Run 1, signal wires on met1:
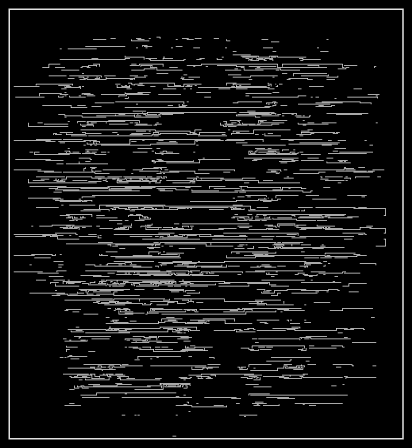
Run 1, metal 2:
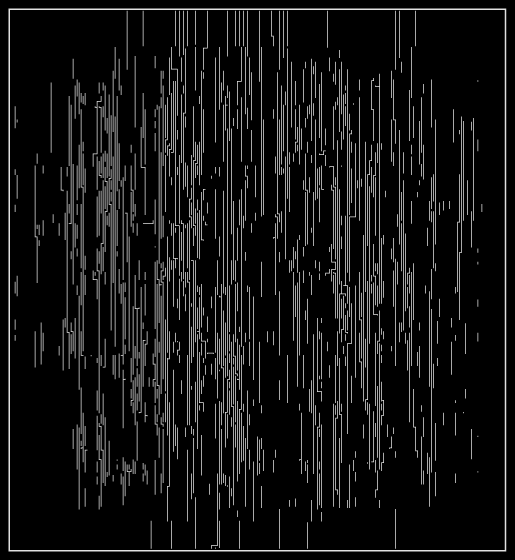
Run 1, M3 wires:
Scale bar: 20 µm. Cells faint in the background.
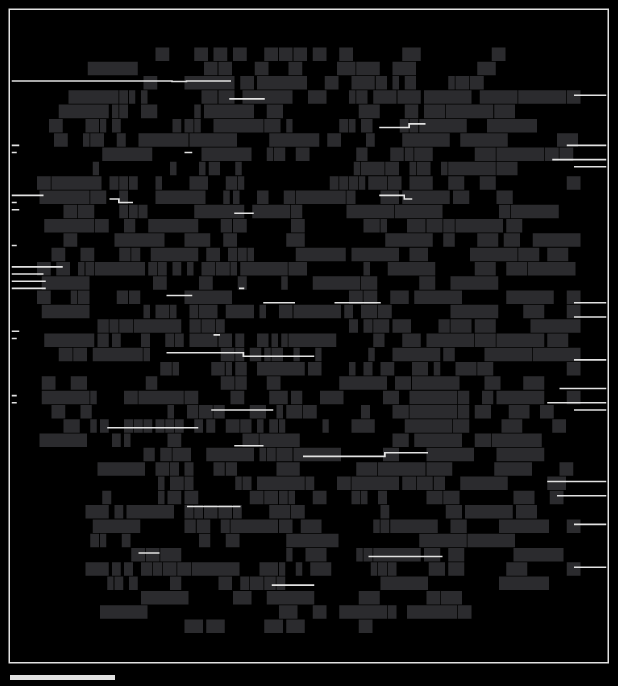
===== src/rtl/pw_change_if.sv =====
// ============================================================================
// pw_change_if : user-entry and display bundle of the password-change block
// Rev 1.0 - initial release
// ============================================================================
`default_nettype none

interface pw_change_if;
    logic        chg_req;
    logic        auth;
    logic [3:0]  USERIN;
    logic [3:0]  KEY;
    logic [15:0] pw_out;
    logic        pw_upd;
    logic        busy;
    logic        LEDG;
    logic        LEDR;
    logic [6:0]  H0;
    logic [6:0]  H1;
    logic [6:0]  H2;
    logic [6:0]  H3;

    modport master (
        output chg_req, auth, USERIN, KEY,
        input  pw_out, pw_upd, busy, LEDG, LEDR, H0, H1, H2, H3
    );

    modport slave (
        input  chg_req, auth, USERIN, KEY,
        output pw_out, pw_upd, busy, LEDG, LEDR, H0, H1, H2, H3
    );
endinterface

`default_nettype wire


===== src/rtl/pw_change_ctrl.sv =====
// ============================================================================
// pw_change_ctrl : two-pass (entry + confirm) 4-digit password programming
// Optional entry inactivity timeout: define PW_CHG_TIMEOUT_EN
// Rev 1.0 - initial release
// ============================================================================
`default_nettype none

module pw_change_ctrl #(
    parameter logic [15:0] DEFAULT_PW     = 16'h01AF,
    parameter int          HOLD_CYCLES    = 7,
    parameter int          TIMEOUT_CYCLES = 16
) (
    input  wire logic  clk_1,
    input  wire logic  rst,
    pw_change_if.slave bus
);

    localparam int CNT_MAX = (HOLD_CYCLES > TIMEOUT_CYCLES) ? HOLD_CYCLES : TIMEOUT_CYCLES;
    localparam int CNT_W   = $clog2(CNT_MAX + 1);
    localparam logic [CNT_W-1:0] C_HOLD_LAST = CNT_W'(HOLD_CYCLES - 1);
`ifdef PW_CHG_TIMEOUT_EN
    localparam logic [CNT_W-1:0] C_TO_LAST   = CNT_W'(TIMEOUT_CYCLES - 1);
`endif

    localparam logic [6:0] C_DASH  = 7'b0111111;
    localparam logic [6:0] C_BLANK = 7'b1111111;
    localparam logic [6:0] C_GL_D  = 7'b0100001;
    localparam logic [6:0] C_GL_O  = 7'b0100011;
    localparam logic [6:0] C_GL_N  = 7'b0101011;
    localparam logic [6:0] C_GL_E  = 7'b0000110;
    localparam logic [6:0] C_GL_R  = 7'b0101111;

    typedef enum logic [3:0] {
        S_IDLE  = 4'd0,
        S_NEW0  = 4'd1,
        S_NEW1  = 4'd2,
        S_NEW2  = 4'd3,
        S_NEW3  = 4'd4,
        S_CONF0 = 4'd5,
        S_CONF1 = 4'd6,
        S_CONF2 = 4'd7,
        S_CONF3 = 4'd8,
        S_CHECK = 4'd9,
        S_DONE  = 4'd10,
        S_ERR   = 4'd11
    } state_t;

    state_t           r_state;
    logic [15:0]      r_pw;
    logic [15:0]      r_newpw;
    logic [15:0]      r_confpw;
    logic             r_pw_upd;
    logic             r_busy;
    logic             r_ledg;
    logic             r_ledr;
    logic             r_blink;
    logic [CNT_W-1:0] r_cnt;
    logic [6:0]       r_h [4];

    logic             w_entry;
    logic             w_conf;
    logic [1:0]       w_idx;
    state_t           w_next;
    logic             w_key_hit;

    function automatic logic [6:0] hex7(input logic [3:0] d);
        case (d)
            4'h0: hex7 = 7'b1000000;
            4'h1: hex7 = 7'b1111001;
            4'h2: hex7 = 7'b0100100;
            4'h3: hex7 = 7'b0110000;
            4'h4: hex7 = 7'b0011001;
            4'h5: hex7 = 7'b0010010;
            4'h6: hex7 = 7'b0000010;
            4'h7: hex7 = 7'b1111000;
            4'h8: hex7 = 7'b0000000;
            4'h9: hex7 = 7'b0010000;
            4'hA: hex7 = 7'b0001000;
            4'hB: hex7 = 7'b0000011;
            4'hC: hex7 = 7'b1000110;
            4'hD: hex7 = 7'b0100001;
            4'hE: hex7 = 7'b0000110;
            default: hex7 = 7'b0001110;
        endcase
    endfunction

    // Which digit slot the current entry state owns, and where a confirm leads.
    always_comb begin
        w_entry = 1'b1;
        w_conf  = 1'b0;
        w_idx   = 2'd0;
        w_next  = S_IDLE;
        case (r_state)
            S_NEW0:  begin w_idx = 2'd0; w_next = S_NEW1;  end
            S_NEW1:  begin w_idx = 2'd1; w_next = S_NEW2;  end
            S_NEW2:  begin w_idx = 2'd2; w_next = S_NEW3;  end
            S_NEW3:  begin w_idx = 2'd3; w_next = S_CONF0; end
            S_CONF0: begin w_idx = 2'd0; w_conf = 1'b1; w_next = S_CONF1; end
            S_CONF1: begin w_idx = 2'd1; w_conf = 1'b1; w_next = S_CONF2; end
            S_CONF2: begin w_idx = 2'd2; w_conf = 1'b1; w_next = S_CONF3; end
            S_CONF3: begin w_idx = 2'd3; w_conf = 1'b1; w_next = S_CHECK; end
            default: w_entry = 1'b0;
        endcase
        w_key_hit = ~bus.KEY[2'd3 - w_idx];
    end

    always_ff @(posedge clk_1 or posedge rst) begin
        if (rst) begin
            r_state  <= S_IDLE;
            r_pw     <= DEFAULT_PW;
            r_newpw  <= 16'h0000;
            r_confpw <= 16'h0000;
            r_pw_upd <= 1'b0;
            r_busy   <= 1'b0;
            r_ledg   <= 1'b0;
            r_ledr   <= 1'b0;
            r_blink  <= 1'b0;
            r_cnt    <= '0;
            for (int k = 0; k < 4; k++) r_h[k] <= C_DASH;
        end else begin
            r_pw_upd <= 1'b0;
            case (r_state)
                S_IDLE: begin
                    r_ledg <= 1'b0;
                    r_ledr <= 1'b0;
                    for (int k = 0; k < 4; k++) r_h[k] <= C_DASH;
                    if (bus.chg_req && bus.auth) begin
                        r_state  <= S_NEW0;
                        r_busy   <= 1'b1;
                        r_blink  <= 1'b0;
                        r_newpw  <= 16'h0000;
                        r_confpw <= 16'h0000;
                        r_cnt    <= '0;
                    end
                end
                S_CHECK: begin
                    r_cnt <= '0;
                    if (r_newpw == r_confpw) begin
                        r_state  <= S_DONE;
                        r_pw     <= r_newpw;
                        r_pw_upd <= 1'b1;
                        r_ledg   <= 1'b1;
                        r_h[0]   <= C_GL_D;
                        r_h[1]   <= C_GL_O;
                        r_h[2]   <= C_GL_N;
                        r_h[3]   <= C_GL_E;
                    end else begin
                        r_state <= S_ERR;
                        r_ledr  <= 1'b1;
                        r_h[0]  <= C_GL_E;
                        r_h[1]  <= C_GL_R;
                        r_h[2]  <= C_GL_R;
                        r_h[3]  <= C_DASH;
                    end
                end
                S_DONE, S_ERR: begin
                    if (r_cnt == C_HOLD_LAST) begin
                        r_state <= S_IDLE;
                        r_busy  <= 1'b0;
                        r_cnt   <= '0;
                        r_ledg  <= 1'b0;
                        r_ledr  <= 1'b0;
                        for (int k = 0; k < 4; k++) r_h[k] <= C_DASH;
                    end else begin
                        r_cnt <= r_cnt + CNT_W'(1);
                    end
                end
                default: begin
                    // Dropping chg_req beats a key press; stray encodings also land here.
                    if (!w_entry || !bus.chg_req) begin
                        r_state <= S_IDLE;
                        r_busy  <= 1'b0;
                        r_blink <= 1'b0;
                        r_cnt   <= '0;
                        for (int k = 0; k < 4; k++) r_h[k] <= C_DASH;
                    end else if (w_key_hit) begin
                        if (w_conf) r_confpw[4'd15 - {w_idx, 2'b00} -: 4] <= bus.USERIN;
                        else        r_newpw [4'd15 - {w_idx, 2'b00} -: 4] <= bus.USERIN;
                        r_h[w_idx] <= hex7(bus.USERIN);
                        r_blink    <= ~r_blink;
                        r_state    <= w_next;
                        r_cnt      <= '0;
                        if (r_state == S_NEW3) begin
                            for (int k = 0; k < 4; k++) r_h[k] <= C_DASH;
                        end
                    end
`ifdef PW_CHG_TIMEOUT_EN
                    else if (r_cnt == C_TO_LAST) begin
                        r_state <= S_ERR;
                        r_cnt   <= '0;
                        r_ledr  <= 1'b1;
                        r_h[0]  <= C_GL_E;
                        r_h[1]  <= C_GL_R;
                        r_h[2]  <= C_GL_R;
                        r_h[3]  <= C_DASH;
                    end
`endif
                    else begin
                        r_h[w_idx] <= r_blink ? C_BLANK : hex7(bus.USERIN);
                        r_blink    <= ~r_blink;
`ifdef PW_CHG_TIMEOUT_EN
                        r_cnt      <= r_cnt + CNT_W'(1);
`endif
                    end
                end
            endcase
        end
    end

    assign bus.pw_out = r_pw;
    assign bus.pw_upd = r_pw_upd;
    assign bus.busy   = r_busy;
    assign bus.LEDG   = r_ledg;
    assign bus.LEDR   = r_ledr;
    assign bus.H0     = r_h[0];
    assign bus.H1     = r_h[1];
    assign bus.H2     = r_h[2];
    assign bus.H3     = r_h[3];

endmodule

`default_nettype wire


===== src/flat_wrapper.sv =====
// flat-port wrapper written by rule: the top's interface ports become plain ports
module pw_change_ctrl_flat 
#(
    parameter logic [15:0] DEFAULT_PW     = 16'h01AF,
    parameter int          HOLD_CYCLES    = 7,
    parameter int          TIMEOUT_CYCLES = 16
)
  (clk_1, rst, bus_chg_req, bus_auth, bus_USERIN, bus_KEY, bus_pw_out, bus_pw_upd, bus_busy, bus_LEDG, bus_LEDR, bus_H0, bus_H1, bus_H2, bus_H3);
  pw_change_if bus_i ();
  input  wire logic clk_1;
  input  wire logic rst;
  input wire logic [$bits(bus_i.chg_req)-1:0] bus_chg_req;
  input wire logic [$bits(bus_i.auth)-1:0] bus_auth;
  input wire logic [$bits(bus_i.USERIN)-1:0] bus_USERIN;
  input wire logic [$bits(bus_i.KEY)-1:0] bus_KEY;
  output wire logic [$bits(bus_i.pw_out)-1:0] bus_pw_out;
  output wire logic [$bits(bus_i.pw_upd)-1:0] bus_pw_upd;
  output wire logic [$bits(bus_i.busy)-1:0] bus_busy;
  output wire logic [$bits(bus_i.LEDG)-1:0] bus_LEDG;
  output wire logic [$bits(bus_i.LEDR)-1:0] bus_LEDR;
  output wire logic [$bits(bus_i.H0)-1:0] bus_H0;
  output wire logic [$bits(bus_i.H1)-1:0] bus_H1;
  output wire logic [$bits(bus_i.H2)-1:0] bus_H2;
  output wire logic [$bits(bus_i.H3)-1:0] bus_H3;
  assign bus_i.chg_req = bus_chg_req;
  assign bus_i.auth = bus_auth;
  assign bus_i.USERIN = bus_USERIN;
  assign bus_i.KEY = bus_KEY;
  assign bus_pw_out = bus_i.pw_out;
  assign bus_pw_upd = bus_i.pw_upd;
  assign bus_busy = bus_i.busy;
  assign bus_LEDG = bus_i.LEDG;
  assign bus_LEDR = bus_i.LEDR;
  assign bus_H0 = bus_i.H0;
  assign bus_H1 = bus_i.H1;
  assign bus_H2 = bus_i.H2;
  assign bus_H3 = bus_i.H3;
  pw_change_ctrl #(.DEFAULT_PW(DEFAULT_PW), .HOLD_CYCLES(HOLD_CYCLES), .TIMEOUT_CYCLES(TIMEOUT_CYCLES)) u_core (.clk_1(clk_1), .rst(rst), .bus(bus_i));
endmodule

===== config.mk =====
export PLATFORM = sky130hd
export DESIGN_NAME = pw_change_ctrl_flat
export DESIGN_NICKNAME = d
export VERILOG_FILES = /design/src/rtl/pw_change_if.sv /design/src/rtl/pw_change_ctrl.sv /design/src/flat_wrapper.sv
export SDC_FILE = /design/constraint.sdc
export NUM_CORES = 1
export LEC_CHECK = 0
export CAP_MARGIN = 30
export CELL_PAD_IN_SITES_DETAIL_PLACEMENT = 0
export CELL_PAD_IN_SITES_GLOBAL_PLACEMENT = 1
export CORE_ASPECT_RATIO = 1.1
export CORE_MARGIN = 5
export CORE_UTILIZATION = 40
export CTS_CLUSTER_SIZE = 24
export DETAILED_ROUTE_END_ITERATION = 12
export PLACE_DENSITY_LB_ADDON = 0.1
export SYNTH_ARGS = -nofsm -noshare
export SYNTH_HDL_FRONTEND = slang
export SYNTH_SLANG_ARGS = --single-unit
export TNS_END_PERCENT = 100

===== constraint.sdc =====
create_clock -name clk_1 -period 2.9 [get_ports clk_1]
set_input_delay 0.725 -clock clk_1 [delete_from_list [all_inputs] [get_ports clk_1]]
set_output_delay 0.725 -clock clk_1 [all_outputs]
set_load 0.1 [all_outputs]

==> results.tsv <==
metric	value	unit
post-layout minimum cycle time	2.56	ns
cell area power density	1160	nW/µm²
Synth cell types	64	
final instance area	5960	µm²
Basic Gates by Area	13.4	%
CTS Buffer Depth	2	
drt initial violations	192	
Min Hold Slack	0.484	ns
Crit Path Class	in -> reg	
Top non-seq family	AND-OR/OR-AND gates	
power share of the clock group	18.7	%
yosys xor share	2.97	%
Crit path buffers/inverters	1	
I/O Buffers	59	
Final Max Tran Viols	0	
dpl cells	676	
Inverters excl. clock	11	
Place WS	-0.0394	ns
drt drc	0	
synth-to-layout area growth	26.1	%
fraction of standard cell area in multi-input logic	38.1	%
asr flop ratio synth	100	%
worst IR drop on VDD	0.822	mV
CORE AREA	11500	µm²
CP startpoint kind	input pin	
status	completed	
clk tree area frac	5.71	%
Hold Path Stages	1	
FP Core Util	40.9	%
reg2reg setup slack	0.43	ns
H-tree depth	3	
Worst Hold Launch	u_core.r_cnt[4]	
Root Buffer	clkbuf_16	
Logic cell area	2270	µm²
GRT Residual Overflow	0	
first-pass GRT wire length	21300	µm
Slowest-stage cell, CP	clkdlybuf4s50_1	
R2R cell count	6	
worst r2r dst	u_core.bus.H3[1]	
Notes on 'signal wires on met1' above:
The layer holds 45% of the routed length. The layer carries 6000 µm of wire. The wires run mostly horizontal. 505 nets have wire on it. The longest straight run is 41.9 µm.

Notes on 'metal 2' above:
481 nets have wire on it. The layer carries 6700 µm of wire.

Notes on 'M3 wires' above:
The wires run mostly horizontal. The layer holds 2.7% of the routed length.

## run 1: flip-flops by register name (all words and copies together), names as in the netlist
signal / flops
u_core.r_state: 4
u_core.bus.H0: 7
u_core.bus.H1: 7
u_core.r_confpw: 16
u_core.r_cnt: 5
u_core.bus.H2: 7
u_core.bus.pw_out: 16
u_core.bus.LEDG: 1
u_core.r_blink: 1
u_core.bus.pw_upd: 1
u_core.bus.busy: 1
u_core.bus.LEDR: 1
u_core.r_newpw: 16
u_core.bus.H3: 7
## run 1: layer usage
layer  vias up  global-route usage (%)  wire (µm)
met2        58                    34.0       6700
met5         -                       0          0
met1      1919                    25.3       6000
met4         0                    6.01        199
li1       1832                       -          -
met3        15                    3.06        359
Power and IR drop assume default switching activity.
